**src/rtl/mbus_ext_int_seq_pkg.sv**
```systemverilog
// Shared definitions for the external-interrupt sequencer: state
// encodings, BC power-state polarity and a small constant helper.
package mbus_ext_int_seq_pkg;

    // BC power control polarity: RELEASE means the BC is awake.
    localparam logic IO_RELEASE = 1'b0;
    localparam logic IO_HOLD    = 1'b1;

    // Sequencer state encodings (3 bits, legacy-compatible constants).
    localparam logic [2:0] MBUS_EIS_IDLE      = 3'd0;
    localparam logic [2:0] MBUS_EIS_WAKE      = 3'd1;
    localparam logic [2:0] MBUS_EIS_WAIT_IDLE = 3'd2;
    localparam logic [2:0] MBUS_EIS_ARB       = 3'd3;
    localparam logic [2:0] MBUS_EIS_HOLDOFF   = 3'd4;
    localparam logic [2:0] MBUS_EIS_ERROR     = 3'd5;
    localparam logic [2:0] MBUS_EIS_CLEAR     = 3'd6;
    localparam logic [2:0] MBUS_EIS_DONE      = 3'd7;

    // Larger of two integers; used to size the shared WAKE/HOLDOFF timer.
    function automatic int max2(input int a, input int b);
        return (a > b) ? a : b;
    endfunction

endpackage

```
**src/rtl/mbus_sync2.sv**
```systemverilog
// Two-flop synchronizer for a single asynchronous level into the bus
// clock domain. Both flops clear to 0 on reset.
module mbus_sync2 (
    input  logic CLK,
    input  logic RESETn_local,
    input  logic d,
    output logic q
);

    logic meta;

    // Shift the asynchronous level through two flops.
    // NOTE: async active-low reset sits in the sensitivity list so the
    // flops clear without waiting for a clock edge.
    always_ff @(posedge CLK or negedge RESETn_local) begin
        if (!RESETn_local) begin
            meta <= 1'b0;
            q    <= 1'b0;
        end else begin
            // NOTE: non-blocking assignments make meta and q update together,
            // giving two real flop stages instead of collapsing into one.
            meta <= d;
            q    <= meta;
        end
    end

endmodule

```
**src/rtl/mbus_ext_int_seq.sv**
```systemverilog
// External-interrupt sequencer: takes the latched interrupt level, wakes
// the BC if needed, waits for an idle bus, arbitrates with bounded
// retries and returns a one-cycle CLR_EXT_INT pulse to clear the latch.
module mbus_ext_int_seq
    import mbus_ext_int_seq_pkg::*;
#(
    parameter int TIMEOUT_CYCLES = 255,
    parameter int HOLDOFF_CYCLES = 4,
    parameter int MAX_RETRY      = 3
) (
    input  logic       CLK,
    input  logic       RESETn_local,
    input  logic       EXTERNAL_INT_TO_BUS,
    input  logic       BUS_BUSYn,
    input  logic       BC_PWR_ON,
    input  logic       ARB_GRANT,
    input  logic       ARB_LOST,
    output logic       BC_WAKE_REQ,
    output logic       ARB_REQ,
    output logic       CLR_EXT_INT,
    output logic       INT_TIMEOUT,
    output logic [3:0] RETRY_CNT
);

    localparam int TIMER_W = $clog2(max2(TIMEOUT_CYCLES, HOLDOFF_CYCLES) + 1);

    // Last timer value spent in a state before the timed exit fires; the
    // timer is 0 on the first cycle of a state, so N cycles end at N-1.
    localparam logic [TIMER_W-1:0] WAKE_LAST = TIMER_W'(TIMEOUT_CYCLES - 1);
    localparam logic [TIMER_W-1:0] HOLD_LAST = TIMER_W'(HOLDOFF_CYCLES - 1);
    localparam logic [3:0]         RETRY_MAX = 4'(MAX_RETRY);

    logic               int_s;
    logic               idle_s;
    logic [2:0]         state;
    logic [2:0]         state_nxt;
    logic [TIMER_W-1:0] timer;
    logic               retry_clr;
    logic               retry_inc;
    logic               bc_awake;

    mbus_sync2 u_sync_int (
        .CLK          (CLK),
        .RESETn_local (RESETn_local),
        .d            (EXTERNAL_INT_TO_BUS),
        .q            (int_s)
    );

    mbus_sync2 u_sync_idle (
        .CLK          (CLK),
        .RESETn_local (RESETn_local),
        .d            (BUS_BUSYn),
        .q            (idle_s)
    );

    // BC power state is quasi-static, so it is used without synchronizing.
    assign bc_awake = (BC_PWR_ON == IO_RELEASE);

    // Next-state and counter-control decode.
    always_comb begin
        // NOTE: every signal written here gets a default first so no path
        // through the case leaves it unassigned, which would infer a latch.
        state_nxt = state;
        retry_clr = 1'b0;
        retry_inc = 1'b0;
        case (state)
            MBUS_EIS_IDLE: begin
                if (int_s) begin
                    retry_clr = 1'b1;
                    state_nxt = bc_awake ? MBUS_EIS_WAIT_IDLE : MBUS_EIS_WAKE;
                end
            end
            MBUS_EIS_WAKE: begin
                if (!int_s)
                    state_nxt = MBUS_EIS_IDLE;
                else if (bc_awake)
                    state_nxt = MBUS_EIS_WAIT_IDLE;
                else if (timer == WAKE_LAST)
                    state_nxt = MBUS_EIS_ERROR;
            end
            MBUS_EIS_WAIT_IDLE: begin
                if (!int_s)
                    state_nxt = MBUS_EIS_IDLE;
                else if (idle_s)
                    state_nxt = MBUS_EIS_ARB;
            end
            MBUS_EIS_ARB: begin
                // Not abortable: the arbiter always resolves with grant or
                // lost, and grant takes priority if both arrive together.
                if (ARB_GRANT) begin
                    state_nxt = MBUS_EIS_CLEAR;
                end else if (ARB_LOST) begin
                    if (RETRY_CNT >= RETRY_MAX) begin
                        state_nxt = MBUS_EIS_ERROR;
                    end else begin
                        state_nxt = MBUS_EIS_HOLDOFF;
                        retry_inc = 1'b1;
                    end
                end
            end
            MBUS_EIS_HOLDOFF: begin
                if (!int_s)
                    state_nxt = MBUS_EIS_IDLE;
                else if (timer == HOLD_LAST)
                    state_nxt = MBUS_EIS_WAIT_IDLE;
            end
            MBUS_EIS_ERROR: state_nxt = MBUS_EIS_CLEAR;
            MBUS_EIS_CLEAR: state_nxt = MBUS_EIS_DONE;
            MBUS_EIS_DONE: begin
                // Wait for the cleared latch to propagate through the
                // synchronizer so the stale level cannot re-trigger.
                if (!int_s)
                    state_nxt = MBUS_EIS_IDLE;
            end
            default: state_nxt = MBUS_EIS_IDLE;
        endcase
    end

    // State register.
    always_ff @(posedge CLK or negedge RESETn_local) begin
        if (!RESETn_local)
            state <= MBUS_EIS_IDLE;
        else
            state <= state_nxt;
    end

    // Shared timer: restarts at 0 on every state change, counts in WAKE
    // and HOLDOFF only.
    always_ff @(posedge CLK or negedge RESETn_local) begin
        if (!RESETn_local)
            timer <= '0;
        else if (state_nxt != state)
            timer <= '0;
        else if (state == MBUS_EIS_WAKE || state == MBUS_EIS_HOLDOFF)
            timer <= timer + TIMER_W'(1);
    end

    // Lost-arbitration counter for the request in progress.
    always_ff @(posedge CLK or negedge RESETn_local) begin
        if (!RESETn_local)
            RETRY_CNT <= 4'd0;
        else if (retry_clr)
            RETRY_CNT <= 4'd0;
        else if (retry_inc)
            RETRY_CNT <= RETRY_CNT + 4'd1;
    end

    // Registered clear pulse (one cycle behind CLEAR) and sticky error flag.
    always_ff @(posedge CLK or negedge RESETn_local) begin
        if (!RESETn_local) begin
            CLR_EXT_INT <= 1'b0;
            INT_TIMEOUT <= 1'b0;
        end else begin
            CLR_EXT_INT <= (state == MBUS_EIS_CLEAR);
            INT_TIMEOUT <= INT_TIMEOUT | (state == MBUS_EIS_ERROR);
        end
    end

    assign BC_WAKE_REQ = (state == MBUS_EIS_WAKE);
    assign ARB_REQ     = (state == MBUS_EIS_ARB);

endmodule
```
**config.mk**
```make
export PLATFORM = sky130hd
export DESIGN_NAME = mbus_ext_int_seq
export DESIGN_NICKNAME = d
export VERILOG_FILES = /design/src/rtl/mbus_ext_int_seq_pkg.sv /design/src/rtl/mbus_sync2.sv /design/src/rtl/mbus_ext_int_seq.sv
export SDC_FILE = /design/constraint.sdc
export NUM_CORES = 1
export LEC_CHECK = 0
export ABC_CLOCK_PERIOD_IN_PS = 2400
export CORE_ASPECT_RATIO = 0.8
export CORE_MARGIN = 4
export CORE_UTILIZATION = 45
export CTS_BUF_LIST = sky130_fd_sc_hd__clkbuf_4 sky130_fd_sc_hd__clkbuf_8
export CTS_CLUSTER_SIZE = 12
export DETAILED_ROUTE_END_ITERATION = 6
export PLACE_DENSITY_LB_ADDON = 0.2
export SYNTH_ARGS = -nofsm -noshare
export SYNTH_HDL_FRONTEND = slang
export SYNTH_SLANG_ARGS = --single-unit
```
**constraint.sdc**
```tcl
create_clock -name CLK -period 2.4 [get_ports CLK]
set_clock_uncertainty 0.15 [all_clocks]
set_input_delay 0.36 -clock CLK [delete_from_list [all_inputs] [get_ports CLK]]
set_output_delay 0.36 -clock CLK [all_outputs]
set_load 0.02 [all_outputs]
```
### Routing congestion, run 1

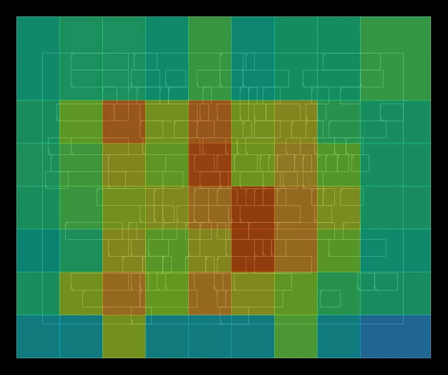
GRT Overall Usage: 15.0%
utilization of the core after routing: 56.6%
GR Layer Usage met2: 24.5%
Avg WL per Cell: 13.5 um
met1 track demand over resource in global routing: 19.3%

### Routed clock nets over the placement, run 1

The bar under the picture is 20 um long.
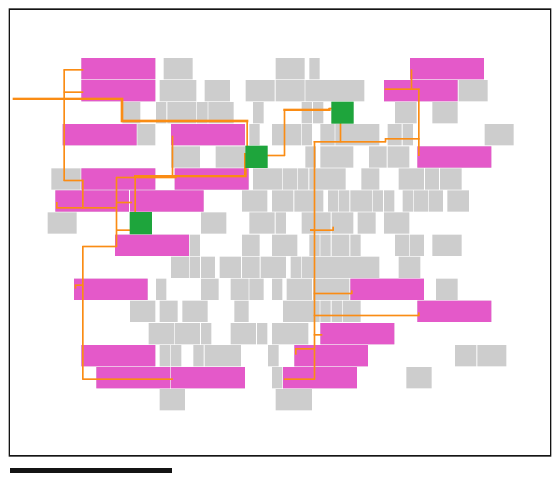
orange -> clock wires  # length 255 um
green -> cells driving clock nets  # count 3
magenta -> flip-flops  # count 21
routed clock nets = 4
Power Clock: 175 uW
part of the power in the clock network: 12.3%
Skew-Pair Late Insertion Delay: 0.31 ns

### Sequential cells grouped by signal name, run 1

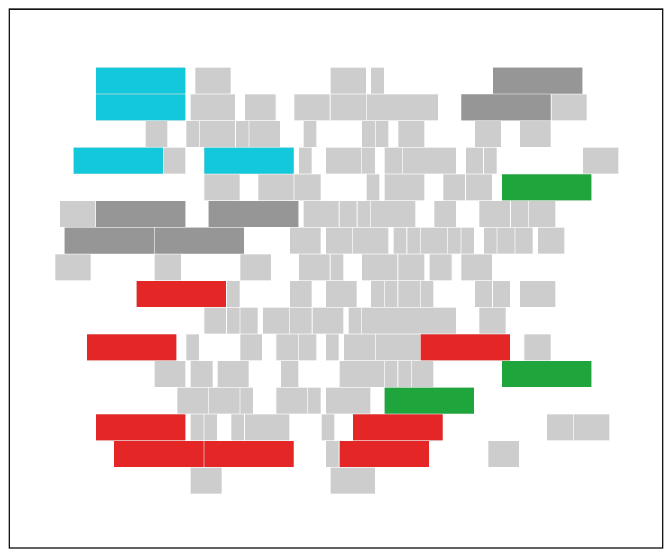
cyan -> `RETRY_CNT`  # flops 4, where north-west
red -> `timer`  # flops 8
green -> `state`  # flops 3
not coloured = 6
power of the sequential group: 460 uW
share of cell area taken by flip-flops and latches: 36.8%
Flop area: 526 sq um

==> impl_metrics.tcl, run 1 <==
# place-and-route summary
set metrics [dict create \
    largestRegisters "timer: 8 flops, RETRY_CNT: 4 flops, state: 3 flops" \
    cts_num_sinks 21 \
    vias 944 \
    placed_cell_area_sq_um 1400 \
    synth.yosys.chip_area_sq_um 1230 \
    routed-wl-met3_um 152 \
    grt-ovfl-total 0 \
    finalNonFillerCells 175 \
    power_mw 1.42 \
    initCoreUtil_pct 48.9 \
    maxUsedRoutingLayer "met4" \
    synth_simple_gate_area_share_pct 28.1 \
    registers.top_by_ff_count "timer" \
    yosys.cell_count.top_type "sky130_fd_sc_hd__dfrtp_1" \
    shortest_period_the_worst_path_allows_ns 2.25 \
    ys.warnings.count 0 \
    cts.repair_timing.setup_buffer_count 0 \
    compound_gate_fraction_of_synth_area_pct 11.6 \
    dominantRegCellSynth "sky130_fd_sc_hd__dfrtp_1" \
    grt_pass1_vias 884 \
    share_of_the_yosys_chip_area_belonging_to_registers_pct 42.6 \
    floorplan.die.width_um 66.5 \
    clk_root_buffer_cell "sky130_fd_sc_hd__clkbuf_4" \
    ys_ff 21 \
    yosys-dominant-comb-family "simple AND/OR/NAND/NOR gates" \
    worst_hold_path.endpoint "u_sync_int.q$_DFF_PN0_" \
    numPortBuffers 14 \
    remaining_drcs 0 \
    num-nonclk-inverters 8 \
    p_switching_uw 615 \
    number_of_enable_type_register_cells_in_the_synthesized_netlist 0 \
    critPathLaunchType "flop" \
    post_route_cell_area_sq_um 1430 \
    crit_path_start "state[2]$_DFF_PN0_" \
    ff2ff_setup_slack_ns 0.39 \
    stage_log_warnings 27 \
    logic_area_sq_um 624 \
    timing.hold.worst.start "u_sync_int.meta$_DFF_PN0_" \
    asyncSetResetFlopFracSynth_pct 100 \
    fin_ws_ns 0.149 \
    outcome "complete, no violations" \
    numPlacedInstances 171 \
    finalSetupTns_ns 0 \
    crit_path_end "ARB_REQ" \
    insertedDiodeCount 0 \
    instance_count_of_the_mapped_netlist 124 \
    dr.first_iter.drc_count 72 \
    combinationalPowerShare_pct 55.4 \
    setup_viol 0 \
    final_min_period_over_clock_period_pct 93.8 \
    dpl_worst_slack_ns 0.166 \
    p_leak_nw 0.635 \
    nClkBuffers 3 \
    switching_share_of_power_pct 43.2 \
    cp_max_fo 18 \
    met1Wirelength_um 1060 \
    top_cells_by_count "21 x sky130_fd_sc_hd__dfrtp_1, 18 x sky130_fd_sc_hd__nor2_1, 8 x sky130_fd_sc_hd__inv_1, 8 x sky130_fd_sc_hd__nand2_1, 7 x sky130_fd_sc_hd__xnor2_1" \
    hold_path.class "flop to flop" \
    yosys.area_share.xor_xnor_pct 7.11 \
    syn_nets 134 \
    globalplace.congestion 0.835 \
    met2_length_um 1140 \
    largest_register_ffs 8 \
    hpwlAfterDp_um 1770 \
    timing.max_slew.rel_slack_pct 70.3 \
    io_pins 15 \
    critical_path.slowest_cell "sky130_fd_sc_hd__clkdlybuf4s50_1" \
    clkCellAreaFrac_pct 2.10 \
    synth_adder_area_share_pct 3.05 \
    timing.critical_path.buf_inv 3 \
    comb-power_uw 790 \
    timing_max_transition_violations_final 0 \
    critical_path.max_stage_delay_ns 0.59 \
    cts-htree-levels 1 \
    critical_path_depth 4 \
    syn_to_final_growth_pct 15.8 \
    power-per-cell-area_nw_per_um2 998 \
    post_synth_main_area_contributors "sky130_fd_sc_hd__dfrtp_1 43%, sky130_fd_sc_hd__nor2_1 5.5%, sky130_fd_sc_hd__xnor2_1 5.0%, sky130_fd_sc_hd__ha_1 3.0%, sky130_fd_sc_hd__inv_1 2.4%" \
    reg2reg_depth 6 \
    power.internal_uw 810 \
    post_route_cells_drive_above_1_share_pct 12.2 \
    sequentialPowerShare_pct 32.3 \
    floorplan.rows 16 \
    num-nonclk-buffers 18 \
    average_size_of_a_mapped_cell_sq_um 9.94 \
    yosysUniqueCellTypes 42 \
    non_clock_buffer_area_share_pct 12.1 \
    logic_share_of_the_area_pct 43.7 \
    cp_cell_sequence "buf_4 -> nand3b_4 -> inv_1 -> clkdlybuf4s50_1" \
    unrepaired_setup_endpoints_after_global_routing "false" \
    worst_hold_path.num_cells 0 \
    critPathArrivalTime_ns 1.74 \
    timing.critical_path.required_ns 1.89 \
    grt_max_degree 22 \
    crit_type "flop to output pin" \
    grt_pass1_wl_um 4040 \
    seq_cells 21 \
    yosys-mux-area-fraction_pct 0.812 \
    grt.busiest_layer "met2" \
]
[run 1: cell usage in the layout, fill, tap and decap left out, types with 3 or more instances in the layout]
master,count
sky130_fd_sc_hd__nand4_1,3
sky130_fd_sc_hd__buf_4,4
sky130_fd_sc_hd__inv_1,8
sky130_fd_sc_hd__clkbuf_4,3
sky130_fd_sc_hd__dfrtp_1,21
sky130_fd_sc_hd__xnor2_1,7
sky130_fd_sc_hd__a21oi_1,3
sky130_fd_sc_hd__xor2_1,3
sky130_fd_sc_hd__nor2_1,18
sky130_fd_sc_hd__clkdlybuf4s50_1,13
sky130_fd_sc_hd__nor2b_1,3
sky130_fd_sc_hd__ha_1,3
sky130_fd_sc_hd__nand2_1,8
sky130_fd_sc_hd__nor3_1,4
## Run 2: what changed since run 1
- CORE_UTILIZATION: 45 -> 57
- SKIP_CTS_REPAIR_TIMING: unset -> 1
==> run 2 against run 1 <==
Compared with the run above:
- combinational power is essentially flat
- global-route usage increased by 4.9 points
- core utilization increased by 15 points
- critical endpoint unchanged
==> impl_metrics.tcl, run 2 <==
# place-and-route summary
set metrics [dict create \
    crit_type "flop to output pin" \
    logic_area_sq_um 624 \
    numPortBuffers 14 \
    fin_ws_ns 0.104 \
    insertedDiodeCount 0 \
    combinationalPowerShare_pct 55.7 \
    finalNonFillerCells 163 \
    met1Wirelength_um 1120 \
    grt_pass1_vias 968 \
    seq_cells 21 \
    timing.max_slew.rel_slack_pct 72.4 \
    non_clock_buffer_area_share_pct 12.2 \
    yosys.cell_count.top_type "sky130_fd_sc_hd__dfrtp_1" \
    instance_count_of_the_mapped_netlist 124 \
    finalSetupTns_ns 0 \
    power_of_the_sequential_group_uw 459 \
    stage_log_warnings 27 \
    syn_nets 134 \
    ys.warnings.count 0 \
    synth.yosys.chip_area_sq_um 1230 \
    unrepaired_setup_endpoints_after_global_routing "false" \
    numPlacedInstances 159 \
    power-per-cell-area_nw_per_um2 1010 \
    setup_viol 0 \
    cp_max_fo 18 \
    ys_ff 21 \
    wire_per_inst_um 15.3 \
    number_of_enable_type_register_cells_in_the_synthesized_netlist 0 \
    registers.top_by_ff_count "timer" \
    top_cells_by_count "21 x sky130_fd_sc_hd__dfrtp_1, 18 x sky130_fd_sc_hd__nor2_1, 8 x sky130_fd_sc_hd__inv_1, 8 x sky130_fd_sc_hd__nand2_1, 7 x sky130_fd_sc_hd__xnor2_1" \
    grt_max_degree 22 \
    post_route_cells_drive_above_1_share_pct 12.2 \
    shortest_period_the_worst_path_allows_ns 2.30 \
    comb-power_uw 792 \
    finish.utilization_pct 71.9 \
    switching_share_of_power_pct 43.0 \
    remaining_drcs 0 \
    cts_num_sinks 21 \
    grt-ovfl-total 0 \
    cts-htree-levels 1 \
    clk_root_buffer_cell "sky130_fd_sc_hd__clkbuf_4" \
    logic_share_of_the_area_pct 44.3 \
    average_size_of_a_mapped_cell_sq_um 9.94 \
    post_route_cell_area_sq_um 1410 \
    yosys-mux-area-fraction_pct 0.812 \
    vias 951 \
    floorplan.rows 14 \
    globalplace.congestion 0.807 \
    synth_adder_area_share_pct 3.05 \
    use_met1_pct 24.8 \
    synth_simple_gate_area_share_pct 28.1 \
    compound_gate_fraction_of_synth_area_pct 11.6 \
    power.internal_uw 810 \
    floorplan.die.width_um 60.0 \
    critical_path.max_stage_delay_ns 0.62 \
    outcome "complete, no violations" \
    sequentialPowerShare_pct 32.3 \
    power_mw 1.42 \
    largestRegisters "timer: 8 flops, RETRY_CNT: 4 flops, state: 3 flops" \
    grt_pass1_wl_um 4410 \
    ff_latch_area_sq_um 526 \
    routed-wl-met3_um 179 \
    critical_path.slowest_cell "sky130_fd_sc_hd__clkdlybuf4s50_1" \
    p_switching_uw 612 \
    critPathLaunchType "flop" \
    critPathArrivalTime_ns 1.79 \
    grt.met2_usage_pct 30.0 \
    share_of_the_yosys_chip_area_belonging_to_registers_pct 42.6 \
    syn_to_final_growth_pct 14.4 \
    timing.critical_path.required_ns 1.89 \
    post_synth_main_area_contributors "sky130_fd_sc_hd__dfrtp_1 43%, sky130_fd_sc_hd__nor2_1 5.5%, sky130_fd_sc_hd__xnor2_1 5.0%, sky130_fd_sc_hd__ha_1 3.0%, sky130_fd_sc_hd__inv_1 2.4%" \
    maxUsedRoutingLayer "met4" \
    most-common-layout-cells "21 x sky130_fd_sc_hd__dfrtp_1, 18 x sky130_fd_sc_hd__nor2_1, 13 x sky130_fd_sc_hd__clkdlybuf4s50_1, 8 x sky130_fd_sc_hd__inv_1, 8 x sky130_fd_sc_hd__nand2_1" \
    yosys-dominant-comb-family "simple AND/OR/NAND/NOR gates" \
    num-nonclk-buffers 18 \
    seq_share_pct 37.3 \
    layout_top_cell "sky130_fd_sc_hd__dfrtp_1" \
    io_pins 15 \
    yosys.area_share.xor_xnor_pct 7.11 \
    final_min_period_over_clock_period_pct 95.6 \
    gr-usage-all-layers_pct 19.9 \
    dpl_worst_slack_ns 0.210 \
    met2_length_um 1150 \
    nClkBuffers 3 \
    p_leak_nw 0.639 \
    initCoreUtil_pct 62.8 \
    clkCellAreaFrac_pct 1.95 \
    hold_path.class "primary input to asynchronous set/reset pin" \
    dr.first_iter.drc_count 30 \
    timing.critical_path.buf_inv 3 \
]
[run 2: cell counts after synthesis]
Identical to the previous run, type by type.
[run 2: path summary, 6_finish.rpt]
check,start,end,slack (ns),cells after the start
max in group asynchronous,RESETn_local,u_sync_idle.q$_DFF_PN0_,1.67,2
max reg2reg,timer[0]$_DFFE_PN0P_,timer[1]$_DFFE_PN0P_,0.37,6
max,state[2]$_DFF_PN0_,ARB_REQ,0.10,4
min reg2reg,u_sync_int.meta$_DFF_PN0_,u_sync_int.q$_DFF_PN0_,0.22,0
min in group CLK,u_sync_int.meta$_DFF_PN0_,u_sync_int.q$_DFF_PN0_,0.22,0
min,RESETn_local,timer[7]$_DFFE_PN0P_,0.22,2
### Routed clock nets over the placement, run 2

The bar under the picture is 20 um long.
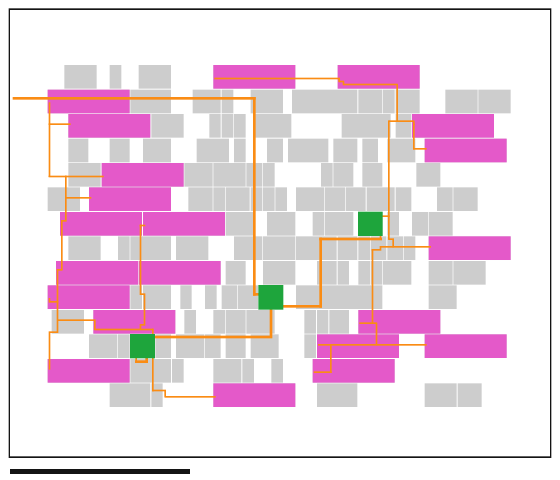
green -> cells driving clock nets  # count 3
orange -> clock wires  # length 264 um
magenta -> flip-flops  # count 21
flops lie = all over the die
Power Clock: 171 uW
part of the power in the clock network: 12.0%

## Run 3: what changed since run 2
- PLACE_DENSITY: unset -> 0.9
- PLACE_DENSITY_LB_ADDON: 0.2 -> unset
- SKIP_CTS_REPAIR_TIMING: 1 -> unset
### Routing congestion, run 3

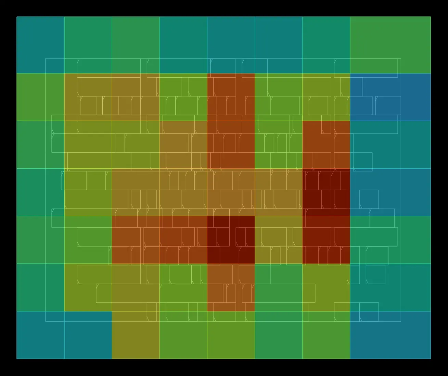
GRT Overall Usage: 19.9%
GR Layer Usage met2: 31.5%
met1 track demand over resource in global routing: 25.4%
peak-usage layer in the global routing report: met2
utilization of the core after routing: 72.0%

==> run 3 against run 2 <==
Compared with the run above:
- die size unchanged
- global-route usage is essentially flat
- clock power up 4%
- sequential share of layout area fell by 0.066 points
- area after synthesis did not move
- register-to-register slack about the same
- core utilization rose by 0.13 points
- critical path depth did not move
- clock-buffer cell count is the same
- design area increased by 0.18%
- wire length grew 1.4%
- via count fell by 0.42%
- critical path type unchanged
==> impl_metrics.tcl, run 3 <==
# place-and-route summary
set metrics [dict create \
    timing.critical_path.required_ns 1.89 \
    crit_type "flop to output pin" \
    crit_path_end "ARB_REQ" \
    ys.warnings.count 0 \
    logic_share_of_the_area_pct 44.2 \
    non_clock_buffer_area_share_pct 12.2 \
    power_mw 1.43 \
    clk_root_buffer_cell "sky130_fd_sc_hd__clkbuf_4" \
    clkCellAreaFrac_pct 2.13 \
    floorplan.die.width_um 60.0 \
    seq_cells 21 \
    ys_ff 21 \
    instance_count_of_the_mapped_netlist 124 \
    area_dominant_class "multi-input combinational cells" \
    max_cap_violations 0 \
    syn_to_final_growth_pct 14.6 \
    share_of_the_yosys_chip_area_belonging_to_registers_pct 42.6 \
    grt_pass1_wl_um 4530 \
    post_route_cells_drive_above_1_share_pct 12.2 \
    final_min_period_over_clock_period_pct 94.5 \
    post_synth_main_area_contributors "sky130_fd_sc_hd__dfrtp_1 43%, sky130_fd_sc_hd__nor2_1 5.5%, sky130_fd_sc_hd__xnor2_1 5.0%, sky130_fd_sc_hd__ha_1 3.0%, sky130_fd_sc_hd__inv_1 2.4%" \
    yosys.cell_count.top_type "sky130_fd_sc_hd__dfrtp_1" \
    nClkBuffers 3 \
    dr.first_iter.drc_count 23 \
    floorplan.rows 14 \
    p_switching_uw 620 \
    combinationalPowerShare_pct 55.6 \
    num-nonclk-buffers 18 \
    shortest_period_the_worst_path_allows_ns 2.27 \
    logic_area_sq_um 624 \
    critical_path.max_stage_delay_ns 0.60 \
    average_size_of_a_mapped_cell_sq_um 9.94 \
    crit_path_start "state[2]$_DFF_PN0_" \
    clock_power_uw 178 \
    critical_path_depth 4 \
    io_pins 15 \
    synth_adder_area_share_pct 3.05 \
    yosys-mux-area-fraction_pct 0.812 \
    most-common-layout-cells "21 x sky130_fd_sc_hd__dfrtp_1, 18 x sky130_fd_sc_hd__nor2_1, 13 x sky130_fd_sc_hd__clkdlybuf4s50_1, 8 x sky130_fd_sc_hd__inv_1, 8 x sky130_fd_sc_hd__nand2_1" \
    switching_share_of_power_pct 43.3 \
    comb-power_uw 795 \
    syn_nets 134 \
    sequentialPowerShare_pct 32.0 \
    numPlacedInstances 159 \
    finalSetupTns_ns 0 \
    grt-ovfl-total 0 \
    yosys-dominant-comb-family "simple AND/OR/NAND/NOR gates" \
    reg2reg_depth 6 \
    initCoreUtil_pct 62.8 \
    ff_latch_area_sq_um 526 \
    yosys.area_share.xor_xnor_pct 7.11 \
    stage_log_warnings 27 \
    numPortBuffers 14 \
    power-per-cell-area_nw_per_um2 1010 \
    grt_pass1_vias 996 \
    cts-htree-levels 1 \
    timing.max_slew.rel_slack_pct 69.1 \
    compound_gate_fraction_of_synth_area_pct 11.6 \
    finalNonFillerCells 163 \
    reg2reg_to "timer[1]$_DFFE_PN0P_" \
    wire_per_inst_um 15.5 \
    unrepaired_setup_endpoints_after_global_routing "false" \
    r2r_start "timer[0]$_DFFE_PN0P_" \
    remaining_drcs 0 \
    synth_simple_gate_area_share_pct 28.1 \
    number_of_enable_type_register_cells_in_the_synthesized_netlist 0 \
    vias 947 \
    seq_share_pct 37.2 \
    critical_path.slowest_cell "sky130_fd_sc_hd__clkdlybuf4s50_1" \
    ff2ff_setup_slack_ns 0.36 \
    registers.top_by_ff_count "timer" \
    critPathArrivalTime_ns 1.76 \
    outcome "complete, no violations" \
    synth.yosys.chip_area_sq_um 1230 \
    hold_path.class "primary input to asynchronous set/reset pin" \
    fin_ws_ns 0.131 \
    top_cells_by_count "21 x sky130_fd_sc_hd__dfrtp_1, 18 x sky130_fd_sc_hd__nor2_1, 8 x sky130_fd_sc_hd__inv_1, 8 x sky130_fd_sc_hd__nand2_1, 7 x sky130_fd_sc_hd__xnor2_1" \
    p_leak_nw 0.635 \
    grt_max_degree 22 \
]
==> run 3: netlist changes by cell type in the layout (fill, tap and decap cells not counted), sizes merged <==
cell	previous run	this run
clkinv	1	0
clkinvlp	0	1
==> run 3: per-layer routing <==
metal	vias to the layer above	global-route usage, %	part of all wire, %
met2	33	31.5	49
li1	462	-	-
met5	-	0	0
met4	0	6.27	0.83
met3	4	6.53	7.4
met1	448	25.4	43
==> run 3: per-stage QoR <==
stage                     cell area (sq um)  hold slack, ns  utilization (%)
after floorplan                        1230         -0.0856                -
after global placement                 1380           0.182             70.3
after detailed placement               1380           0.187             70.3
after CTS                              1410           0.212             71.9
after global routing                   1410           0.220             72.0
final                                  1410           0.211             72.0
Power and IR drop assume default switching activity.
